$ cat src/rtl/uart_pkg.sv
// Shared UART definitions: FSM state encoding and baud/width helpers,
// used by both the transmitter and the receiver.
package uart_pkg;

  typedef enum logic [2:0] {
    IDLE,
    FETCH,
    LOAD,
    START,
    DATA,
    STOP
  } uart_state_t;

  localparam int unsigned BITS_PER_BYTE = 8;

  // Clocks per serial bit, integer truncation.
  function automatic int unsigned baud_div(input int unsigned clk_freq,
                                           input int unsigned bps);
    return clk_freq / bps;
  endfunction

  // Counter width for n states, never narrower than one bit.
  function automatic int unsigned cnt_width(input int unsigned n);
    return (n > 1) ? $clog2(n) : 1;
  endfunction

endpackage

$ cat src/rtl/uart_baud_gen.sv
// Bit-period timer: counts 0..DIV-1 and pulses bit_done on the last cycle
// of each serial bit; clear holds it at zero so a frame always starts aligned.
module uart_baud_gen
  import uart_pkg::*;
#(
  parameter int unsigned DIV = 66
) (
  input  logic clk,
  input  logic rst,
  input  logic clear,
  output logic bit_done
);

  localparam int unsigned CW = cnt_width(DIV);
  localparam logic [CW-1:0] LAST = CW'(DIV - 1);

  logic [CW-1:0] r_cnt;

  always_ff @(posedge clk) begin
    if (rst || clear) begin
      r_cnt <= '0;
    end else if (r_cnt == LAST) begin
      r_cnt <= '0;
    end else begin
      r_cnt <= r_cnt + 1'b1;
    end
  end

  assign bit_done = !clear && (r_cnt == LAST);

endmodule

$ cat src/rtl/uart_transmitter.sv
// Reads words from a standard (non-FWFT) FIFO and sends each one as
// FIFO_RD_BYTE back-to-back 8N1 frames, most-significant byte first.
module uart_transmitter
  import uart_pkg::*;
#(
  parameter int unsigned UART_BPS      = 1_500_000,
  parameter int unsigned CLK_FREQ      = 100_000_000,
  parameter int unsigned FIFO_RD_WIDTH = 32,
  parameter int unsigned FIFO_RD_BYTE  = 4
) (
  input  logic                     clk,
  input  logic                     rst,
  input  logic                     fifo_empty,
  input  logic [FIFO_RD_WIDTH-1:0] fifo_rd_data,
  output logic                     fifo_rd_en,
  output logic                     tx,
  output logic                     busy
);

  localparam int unsigned DIV   = baud_div(CLK_FREQ, UART_BPS);
  localparam int unsigned IDX_W = cnt_width(FIFO_RD_BYTE);
  localparam logic [IDX_W-1:0] IDX_LAST = IDX_W'(FIFO_RD_BYTE - 1);

  uart_state_t              r_state, w_state_nxt;
  logic [2:0]               r_bit, w_bit_nxt;
  logic [IDX_W-1:0]         r_idx, w_idx_nxt;
  logic [FIFO_RD_WIDTH-1:0] r_word, w_word_nxt;
  logic [FIFO_RD_WIDTH-1:0] w_shifted;
  logic [7:0]               w_byte;
  logic                     r_rd_en, w_rd_en_nxt;
  logic                     r_tx, w_tx_nxt;
  logic                     w_clear, w_bit_done;

  assign w_clear = (r_state == IDLE) || (r_state == FETCH) || (r_state == LOAD);

  uart_baud_gen #(
    .DIV(DIV)
  ) u_baud (
    .clk     (clk),
    .rst     (rst),
    .clear   (w_clear),
    .bit_done(w_bit_done)
  );

  always_comb begin
    w_state_nxt = r_state;
    w_bit_nxt   = r_bit;
    w_idx_nxt   = r_idx;
    w_word_nxt  = r_word;
    w_rd_en_nxt = 1'b0;
    w_tx_nxt    = 1'b1;
    w_shifted   = '0;
    w_byte      = '0;

    case (r_state)
      IDLE: begin
        if (!fifo_empty) begin
          w_state_nxt = FETCH;
          w_rd_en_nxt = 1'b1;
        end
      end
      FETCH: w_state_nxt = LOAD;
      LOAD: begin
        w_word_nxt  = fifo_rd_data;
        w_idx_nxt   = '0;
        w_bit_nxt   = '0;
        w_state_nxt = START;
      end
      START: begin
        if (w_bit_done) begin
          w_state_nxt = DATA;
          w_bit_nxt   = '0;
        end
      end
      DATA: begin
        if (w_bit_done) begin
          if (r_bit == 3'd7) begin
            w_state_nxt = STOP;
          end else begin
            w_bit_nxt = r_bit + 3'd1;
          end
        end
      end
      STOP: begin
        if (w_bit_done) begin
          if (r_idx < IDX_LAST) begin
            w_idx_nxt   = r_idx + 1'b1;
            w_state_nxt = START;
          end else begin
            w_state_nxt = IDLE;
          end
        end
      end
      default: w_state_nxt = IDLE;
    endcase

    // tx is registered, so the line level is chosen from the state being entered.
    w_shifted = w_word_nxt << {w_idx_nxt, 3'b000};
    w_byte    = w_shifted[FIFO_RD_WIDTH-1 -: 8];
    case (w_state_nxt)
      START:   w_tx_nxt = 1'b0;
      DATA:    w_tx_nxt = w_byte[w_bit_nxt];
      default: w_tx_nxt = 1'b1;
    endcase
  end

  always_ff @(posedge clk) begin
    if (rst) begin
      r_state <= IDLE;
      r_bit   <= '0;
      r_idx   <= '0;
      r_word  <= '0;
      r_rd_en <= 1'b0;
      r_tx    <= 1'b1;
    end else begin
      r_state <= w_state_nxt;
      r_bit   <= w_bit_nxt;
      r_idx   <= w_idx_nxt;
      r_word  <= w_word_nxt;
      r_rd_en <= w_rd_en_nxt;
      r_tx    <= w_tx_nxt;
    end
  end

  assign fifo_rd_en = r_rd_en;
  assign tx         = r_tx;
  assign busy       = (r_state != IDLE);

endmodule

$ cat config.mk
export PLATFORM = sky130hd
export DESIGN_NAME = uart_transmitter
export DESIGN_NICKNAME = d
export VERILOG_FILES = /design/src/rtl/uart_pkg.sv /design/src/rtl/uart_baud_gen.sv /design/src/rtl/uart_transmitter.sv
export SDC_FILE = /design/constraint.sdc
export NUM_CORES = 1
export LEC_CHECK = 0
export CAP_MARGIN = 30
export CORE_ASPECT_RATIO = 1.75
export CORE_MARGIN = 2
export CORE_UTILIZATION = 48
export DETAILED_ROUTE_END_ITERATION = 8
export GPL_TIMING_DRIVEN = 0
export HOLD_SLACK_MARGIN = 0.03
export PLACE_DENSITY = 0.76
export SYNTH_ARGS = -nofsm -noshare
export SYNTH_HDL_FRONTEND = slang
export SYNTH_HIERARCHICAL = 1
export SYNTH_SLANG_ARGS = --single-unit
$ cat constraint.sdc
create_clock -name clk -period 2.7 [get_ports clk]
set_input_delay 0.54 -clock clk [delete_from_list [all_inputs] [get_ports clk]]
set_output_delay 0.54 -clock clk [all_outputs]
set_load 0.005 [all_outputs]
==> flow report, run 1 <==
ROUTE
----------------------------------------------------------------------------
Post-Route M1 WL                                                     2280 um
Detailed-routed wire length on met3                                   200 um
Max layer used                                                          met4
Met2 Wirelength                                                      3720 um
Starting DRC count in detailed routing                                    75
Detailed Route WL                                                    6460 um
1st-pass router iterations                                                 4

SYNTHESIS
----------------------------------------------------------------------------
Synth warn                                                                 6
FF+latch count, synth                                                     49
Adder Share, Synth                                                     1.58%
Proportion of synthesized chip area in sequential cells                41.4%
Floorplan net count                                                      337
Share of synthesized registers carrying an async set or reset             0%
Synthesized instance count                                               299
Yosys chip area                                                    2370 um^2
And-or/or-and share of the synthesized area                            24.1%
Most common library cells after synthesis                       nand2_1 (74), dfxtp_1 (49), a21oi_1 (41)
Dominant synthesized flop cell                                       dfxtp_1
Yosys Instances                                                          299
Comb area leader                                                simple AND/OR/NAND/NOR gates
Post-synthesis average cell area                                   7.93 um^2
Top cells by area, synth                                        dfxtp_1 (41%), nand2_1 (12%), a21oi_1 (8.7%)
Xor and xnor area share after synthesis                                1.11%

PLACED DESIGN
----------------------------------------------------------------------------
Placer congestion estimate                                             0.907
Placed Cells                                                             388
Placement Setup Slack                                              -0.318 ns

FLOORPLAN
----------------------------------------------------------------------------
Die footprint                                                      5540 um^2
Top-level port count                                                      38
Cell Rows                                                                 33
Floorplan Utilization                                                  50.4%
Area of the core region                                            4710 um^2
Well Taps                                                                 52

SETUP PATH
----------------------------------------------------------------------------
Critical Path Sink Type                                             register
Setup slack, reg-to-reg                                              0.05 ns
Path type of the worst setup path                                    reg2reg
Slowest-stage cell, CP                                                 or4_4
Critical Path Max Stage Delay                                        0.55 ns
CP Capture Point                                                tx$_SDFF_PP1_
Required time at the worst-slack endpoint                            2.90 ns
Endpoint of the lowest-slack register-to-register path          tx$_SDFF_PP1_
Arrival time reported for the critical path endpoint                 2.85 ns
Worst r2r src                                                   u_baud/r_cnt[3]$_SDFF_PP0_
Cell depth of the worst flop-to-flop path                                 10
Critical path fanouts, max                                                 6

FINAL LAYOUT
----------------------------------------------------------------------------
Logic area                                                         1470 um^2
Inverters                                                                  4
Fraction of final layout cells sized beyond drive strength 1           17.9%
Layout overhead on the synthesized area                                35.8%
Summed area of non-filler cells in the final layout                3220 um^2
Flop count                                                                49
Number of multi-input combinational cells in the layout                  229
Count of antenna diodes in the layout                                      0
Buffers outside the clock class                                           68
Final net count                                                          395
Largest class                                                   combinational gates
Non-clock buffering overhead in the final layout                       17.7%

CTS
----------------------------------------------------------------------------
Worst-skew pair later-pin latency                                    0.31 ns
Buffers inserted during post-CTS setup optimization                       12
Clock Sink Count                                                          49
Number of resized instances in the post-cts repair step                   15
CTS root buf                                                        clkbuf_8

POWER
----------------------------------------------------------------------------
Biggest consumer                                                sequential cells
Total power per unit cell area                                   483 nW/um^2
Leakage                                                              1.21 nW
Net switching fraction of the power                                    25.0%

GRT
----------------------------------------------------------------------------
GR Layer Usage met2                                                    45.4%
Maximum number of pins on one net before global-route repair              15
M3 GR Usage                                                            3.34%
Global-route congestion overflow total                                     0

STA
----------------------------------------------------------------------------
Count of endpoints failing setup in the final report                       0
Final worst slack                                                  0.0516 ns
Highest attainable clock frequency                                   378 MHz
Final slew viol count                                                      0
Final period utilization                                               98.1%
Worst max-slew margin expressed relative to the limit                  60.6%
Final critical path time including I/O delays and setup              2.65 ns

WORST HOLD PATH
----------------------------------------------------------------------------
Hold-critical path depth                                                   2
Worst Hold End                                                  r_word[29]$_SDFF_PP0_
Hold Crit Class                                                      reg2reg

FLOW RUN
----------------------------------------------------------------------------
Number of violations of the max-capacitance limit                          0
OpenROAD warning count                                                    29

STATUS
----------------------------------------------------------------------------
Result of the run                                               finished clean

Figure 1. Ports around the boundary (run 1).
Pins as bars across the die edge, other pins in gray.
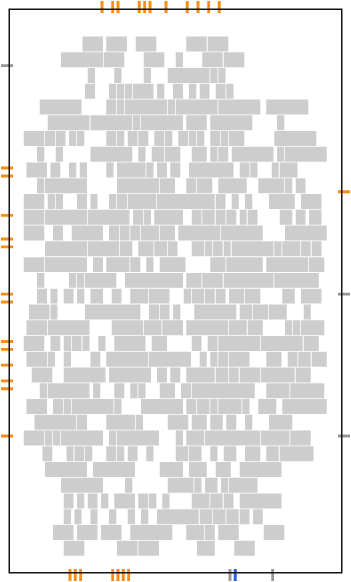
legend:
  blue:
    port: `fifo_empty`
    pins: 1
    direction: input
    edge: bottom
  orange:
    port: `fifo_rd_data`
    pins: 32
    direction: input
    edge: 13 left, 11 top, 7 bottom, 1 right
all pins by edge: 14 left, 11 top, 10 bottom, 3 right
die extent in y: 97.0 um
port buffer count: 37
chip width: 57.1 um

Figure 2. Clock network drawn from the DEF (run 1).
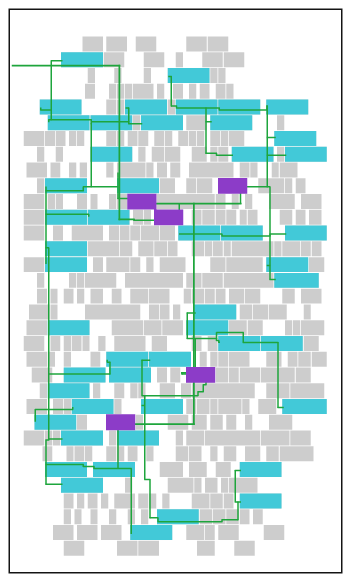
legend:
  cyan:
    item: flip-flops
    count: 49
  purple:
    item: clock-net drivers
    count: 5
  green:
    item: clock wires
    length: 546 um
flops lie: all over the die
clk pwr: 542 uW
Worst Skew: 0.00903 ns
proportion of power drawn by the clock network: 34.8%

Figure 3. Routed metal, one color a layer (run 1).
Scale bar: 20 um.
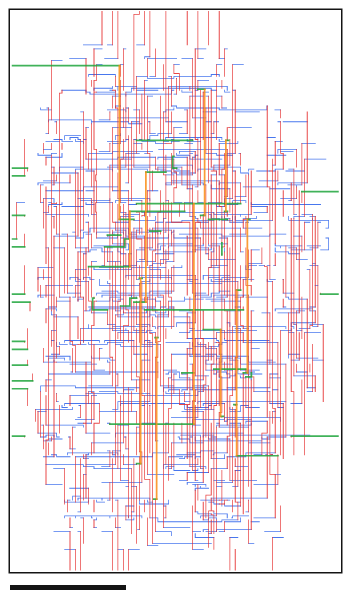
legend:
  blue:
    layer: M1
    wire_length: 2,280 um
  orange:
    layer: M4
    wire_length: 260 um
  red:
    layer: M2
    wire_length: 3,720 um
  green:
    layer: M3
    wire_length: 201 um
total track usage: 23.7%
post-DR wirelength/cell: 15.8 um
total vias in the final route: 2,375

Figure 4. Cell placement (run 1).
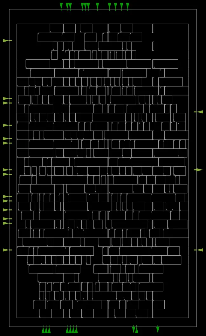
sequential share of cell area: 30.5%
tally of filler cells in the layout: 418
count of placed standard cells in the final layout, fillers left out: 410

==> run 2, diff against run 1 <==
GPL_ROUTABILITY_DRIVEN = 0   (was unset)
PLACE_DENSITY = 0.79   (was 0.76)
Figure 5. Routed metal, one color a layer (run 2).
Scale bar: 20 um.
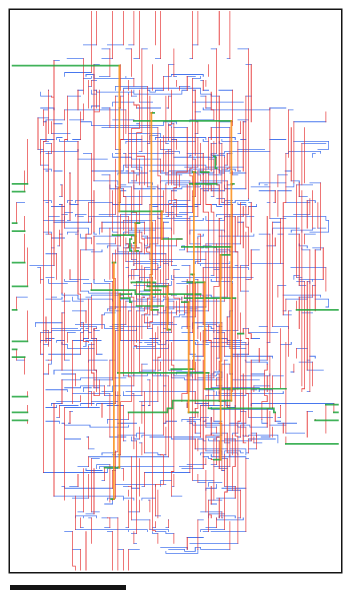
legend:
  red:
    layer: M2
    wire_length: 3,380 um
  green:
    layer: M3
    wire_length: 248 um
  orange:
    layer: M4
    wire_length: 302 um
  blue:
    layer: M1
    wire_length: 2,140 um

Figure 6. Ports around the boundary (run 2).
Pins as bars across the die edge, other pins in gray.
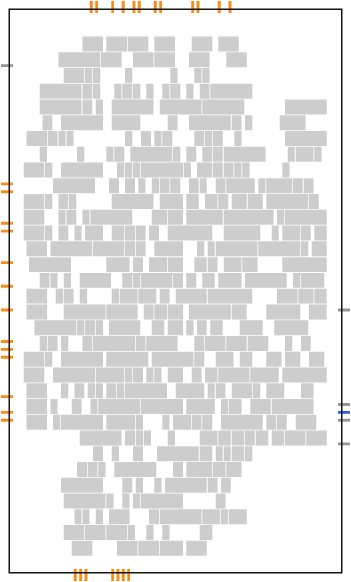
legend:
  orange:
    port: `fifo_rd_data`
    pins: 32
    direction: input
    edge: 13 left, 12 top, 7 bottom
  blue:
    port: `fifo_empty`
    pins: 1
    direction: input
    edge: right
all pins by edge: 14 left, 12 top, 7 bottom, 5 right

Figure 7. Cell placement (run 2).
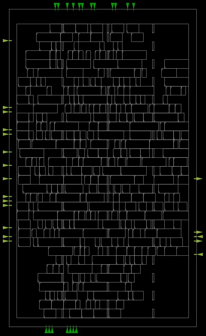
area of the core region: 4710 um^2
flop count: 49

==> run 2 against run 1 <==
Against the previous run:
- die size unchanged
- register-to-register slack improved by 0.07 ns
- critical path type unchanged
- cell area decreased by 4.4%
==> flow report, run 2 <==
STA
-----------------------------------------------------------------------------------
Final period utilization                                                      95.5%   -2.6 points
Worst max-slew margin expressed relative to the limit                         65.1%   +4.5 points
Final slew viol count                                                             0   unchanged
Worst Skew                                                               0.00606 ns   -0.00298 ns
Highest attainable clock frequency                                          388 MHz   +2.8%
Final worst slack                                                          0.123 ns   +0.0710 ns
Count of endpoints failing setup in the final report                              0   unchanged
Final critical path time including I/O delays and setup                     2.58 ns   -0.0710 ns

POWER
-----------------------------------------------------------------------------------
Net switching fraction of the power                                           25.4%   +0.42 points
Proportion of power drawn by the clock network                                31.7%   -3.1 points
Total power per unit cell area                                          475 nW/um^2   -1.6%
Clk pwr                                                                      464 uW   -14%
Leakage                                                                     1.19 nW   -1.8%
Biggest consumer                                                       sequential cells

SYNTHESIS
-----------------------------------------------------------------------------------
Yosys Instances                                                                 299   unchanged
Floorplan net count                                                             337   unchanged
Share of synthesized registers carrying an async set or reset                    0%   unchanged
Post-synthesis average cell area                                          7.93 um^2   unchanged
Yosys chip area                                                           2370 um^2   unchanged
Adder Share, Synth                                                            1.58%   unchanged
Synth warn                                                                        6   unchanged
Most common library cells after synthesis                              nand2_1 (74), dfxtp_1 (49), a21oi_1 (41)
Xor and xnor area share after synthesis                                       1.11%   unchanged
Dominant synthesized flop cell                                              dfxtp_1
Comb area leader                                                       simple AND/OR/NAND/NOR gates
Top-count cell post-synth                                                   nand2_1
Synthesized instance count                                                      299   unchanged
Proportion of synthesized chip area in sequential cells                       41.4%   unchanged
Post-Synth Simple-Gate Area                                                   26.9%
FF+latch count, synth                                                            49   unchanged
And-or/or-and share of the synthesized area                                   24.1%   unchanged

FLOORPLAN
-----------------------------------------------------------------------------------
Die extent in y                                                             97.0 um   unchanged
Top-level port count                                                             38   unchanged
Floorplan Utilization                                                         50.4%   unchanged
Chip width                                                                  57.1 um   unchanged
Well Taps                                                                        52   unchanged
Die footprint                                                             5540 um^2   unchanged
Cell Rows                                                                        33   unchanged

STATUS
-----------------------------------------------------------------------------------
Result of the run                                                      finished clean

ROUTE
-----------------------------------------------------------------------------------
1st-pass router iterations                                                        4   unchanged
Met2 Wirelength                                                             3380 um   -9.2%
Post-Route M1 WL                                                            2140 um   -6.0%
Starting DRC count in detailed routing                                           74   -1.3%
Post-DR wirelength/cell                                                     15.1 um   -4.4%
Detailed-routed wire length on met3                                          248 um   +24%
Total vias in the final route                                                 2,346   -1.2%
Detailed Route WL                                                           6080 um   -6.0%

SETUP PATH
-----------------------------------------------------------------------------------
Worst r2r src                                                          u_baud/r_cnt[3]$_SDFF_PP0_
Required time at the worst-slack endpoint                                   2.92 ns   +0.02 ns
Endpoint of the lowest-slack register-to-register path                 tx$_SDFF_PP1_
Path type of the worst setup path                                           reg2reg
Setup slack, reg-to-reg                                                     0.12 ns   +0.07 ns
Cell depth of the worst flop-to-flop path                                        10   unchanged
Critical Path Max Stage Delay                                               0.55 ns   about the same
CP Capture Point                                                       tx$_SDFF_PP1_
Slowest-stage cell, CP                                                        or4_4
Arrival time reported for the critical path endpoint                        2.80 ns   -0.05 ns

PLACED DESIGN
-----------------------------------------------------------------------------------
Port buffer count                                                                37   unchanged
Placement Setup Slack                                                     -0.240 ns   +0.0780 ns
Placed Cells                                                                    388   unchanged

FINAL LAYOUT
-----------------------------------------------------------------------------------
Logic area                                                                1400 um^2   -5.1%
Non-clock buffering overhead in the final layout                              16.8%   -0.89 points
Sequential share of cell area                                                 32.0%   +1.4 points
Count of placed standard cells in the final layout, fillers left out            403   -1.7%
Summed area of non-filler cells in the final layout                       3080 um^2   -4.4%
Layout overhead on the synthesized area                                       29.9%
Final net count                                                                 388   -1.8%
Fraction of final layout cells sized beyond drive strength 1                  15.1%   -2.8 points
Tally of filler cells in the layout                                             421   +0.72%
Count of antenna diodes in the layout                                             0   unchanged

FLOW RUN
-----------------------------------------------------------------------------------
Number of violations of the max-capacitance limit                                 0   unchanged
OpenROAD warning count                                                           28   -3.4%

CTS
-----------------------------------------------------------------------------------
Clock Sink Count                                                                 49   unchanged
Buffers inserted during post-CTS setup optimization                               7   -5
Worst-skew pair later-pin latency                                           0.31 ns   about the same
Number of resized instances in the post-cts repair step                          12   -3
CTS root buf                                                               clkbuf_8

WORST HOLD PATH
-----------------------------------------------------------------------------------
Hold-critical path depth                                                          2   unchanged
Worst Hold End                                                         r_word[8]$_SDFF_PP0_
Hold Crit Class                                                             reg2reg

GRT
-----------------------------------------------------------------------------------
M3 GR Usage                                                                   5.35%   +2.0 points
Total track usage                                                             23.1%   -0.61 points
GR Layer Usage met2                                                           42.4%   -3.1 points
Global-route congestion overflow total                                            0   unchanged
Maximum number of pins on one net before global-route repair                     15   unchanged

==> run 3, diff against run 2 <==
RECOVER_POWER = 50   (was unset)
Figure 8. I/O nets highlighted (run 3).
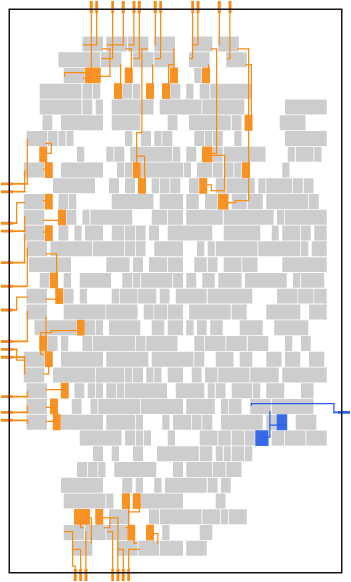
legend:
  orange:
    port: `fifo_rd_data`
    direction: input
    edge: 13 left, 12 top, 7 bottom
    end_cells: 35
    buffers: 32
    wire: 444 um
  blue:
    port: `fifo_empty`
    direction: input
    edge: right
    end_cells: 2
    buffers: 1
    wire: 25.5 um

Figure 9. Routed metal, one color a layer (run 3).
Scale bar: 20 um.
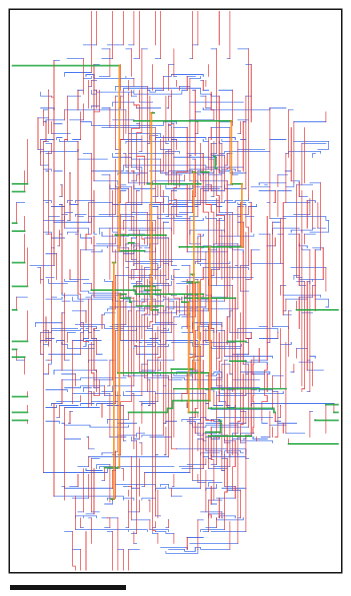
legend:
  red:
    layer: M2
    wire_length: 3,410 um
  blue:
    layer: M1
    wire_length: 2,160 um
  orange:
    layer: M4
    wire_length: 256 um
  green:
    layer: M3
    wire_length: 261 um
total vias in the final route: 2,339
Detailed Route WL: 6090 um

Figure 10. Clock network drawn from the DEF (run 3).
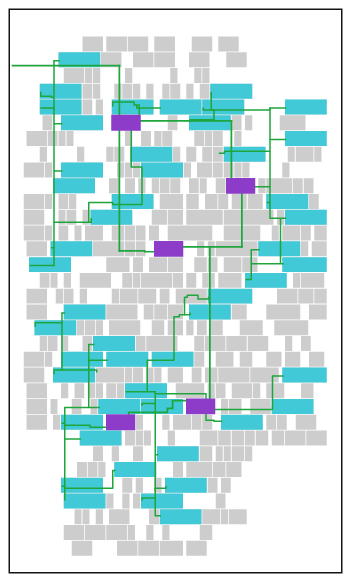
legend:
  cyan:
    item: flip-flops
    count: 49
  green:
    item: clock wires
    length: 537 um
  purple:
    item: clock-net drivers
    count: 5
routed clock nets: 6
clk pwr: 465 uW
worst-skew pair later-pin latency: 0.31 ns
proportion of power drawn by the clock network: 31.8%

==> run 3 against run 2 <==
Against the previous run:
- non-clock buffer count is the same
- final cell count is the same
- clock skew grew 0.00055 ns
- synthesized cell count is the same
- first-iteration DRC count is the same
- critical path depth is the same
- sequential cell count is the same
- register-to-register slack is essentially flat
- largest cell class unchanged
- highest routed layer unchanged
==> flow report, run 3 <==
STA
--------------------------------------------------------------------------------
Final worst slack                                                       0.120 ns   -0.00227 ns
Highest attainable clock frequency                                       388 MHz   about the same
Count of endpoints failing setup in the final report                           0   unchanged
Worst Skew                                                            0.00661 ns   +0.000554 ns
Final slew viol count                                                          0   unchanged

FINAL LAYOUT
--------------------------------------------------------------------------------
Logic area                                                             1400 um^2   unchanged
Non-clock buffering overhead in the final layout                           16.8%   unchanged
Sequential share of cell area                                              32.0%   unchanged
Summed area of non-filler cells in the final layout                    3080 um^2   unchanged
Final net count                                                              388   unchanged
Count of antenna diodes in the layout                                          0   unchanged
Top cells excl fill/tap                                             nand2_1 (73), dfxtp_1 (46), a21oi_1 (40)
Tally of filler cells in the layout                                          421   unchanged
Layout overhead on the synthesized area                                    29.9%   unchanged
Flop count                                                                    49   unchanged
Fraction of final layout cells sized beyond drive strength 1               15.1%   unchanged

CTS
--------------------------------------------------------------------------------
CTS root buf                                                            clkbuf_8
Buffers inserted during post-CTS setup optimization                            7   unchanged
Number of resized instances in the post-cts repair step                       12   unchanged

FLOORPLAN
--------------------------------------------------------------------------------
Chip width                                                               57.1 um   unchanged
Area of the core region                                                4710 um^2   unchanged
Floorplan Utilization                                                      50.4%   unchanged
Die extent in y                                                          97.0 um   unchanged
Cell Rows                                                                     33   unchanged
Die footprint                                                          5540 um^2   unchanged
Well Taps                                                                     52   unchanged

ROUTE
--------------------------------------------------------------------------------
Detailed-routed wire length on met3                                       261 um   +5.2%
Post-Route M1 WL                                                         2160 um   +0.98%
Met2 Wirelength                                                          3410 um   +0.80%
Post-DR wirelength/cell                                                  15.1 um   +0.25%
Starting DRC count in detailed routing                                        74   unchanged
1st-pass router iterations                                                     4   unchanged

SYNTHESIS
--------------------------------------------------------------------------------
Yosys Instances                                                              299   unchanged
Post-Synth Simple-Gate Area                                                26.9%   unchanged
Top-count cell post-synth                                                nand2_1
Post-synthesis average cell area                                       7.93 um^2   unchanged
FF+latch count, synth                                                         49   unchanged
Comb area leader                                                    simple AND/OR/NAND/NOR gates
And-or/or-and share of the synthesized area                                24.1%   unchanged
Floorplan net count                                                          337   unchanged
Synthesized instance count                                                   299   unchanged
Proportion of synthesized chip area in sequential cells                    41.4%   unchanged
Yosys chip area                                                        2370 um^2   unchanged
Most common library cells after synthesis                           nand2_1 (74), dfxtp_1 (49), a21oi_1 (41)
Adder Share, Synth                                                         1.58%   unchanged
Xor and xnor area share after synthesis                                    1.11%   unchanged
Synth warn                                                                     6   unchanged

GRT
--------------------------------------------------------------------------------
M3 GR Usage                                                                5.35%   unchanged
Total track usage                                                          23.1%   unchanged
Number of antenna violations at the first check in global routing              0
GR Layer Usage met2                                                        42.4%   unchanged
Global-route congestion overflow total                                         0   unchanged

POWER
--------------------------------------------------------------------------------
Biggest consumer                                                    sequential cells
Net switching fraction of the power                                        25.5%   +0.094 points

PLACED DESIGN
--------------------------------------------------------------------------------
Placement Setup Slack                                                  -0.240 ns   unchanged
Port buffer count                                                             37   unchanged
Placed Cells                                                                 388   unchanged

SETUP PATH
--------------------------------------------------------------------------------
Endpoint of the lowest-slack register-to-register path              tx$_SDFF_PP1_
Worst r2r src                                                       u_baud/r_cnt[3]$_SDFF_PP0_
Required time at the worst-slack endpoint                                2.92 ns   about the same
Cell depth of the worst flop-to-flop path                                     10   unchanged
Critical Path Max Stage Delay                                            0.55 ns   about the same
Setup slack, reg-to-reg                                                  0.12 ns   about the same
Slowest-stage cell, CP                                                     or4_4

WORST HOLD PATH
--------------------------------------------------------------------------------
Hold-critical path depth                                                       2   unchanged
Worst Hold End                                                      r_word[8]$_SDFF_PP0_

FLOW RUN
--------------------------------------------------------------------------------
OpenROAD warning count                                                        28   unchanged
Number of violations of the max-capacitance limit                              0   unchanged

STATUS
--------------------------------------------------------------------------------
Result of the run                                                   finished clean

No activity file was given, so power comes from the tool's default toggle rates.
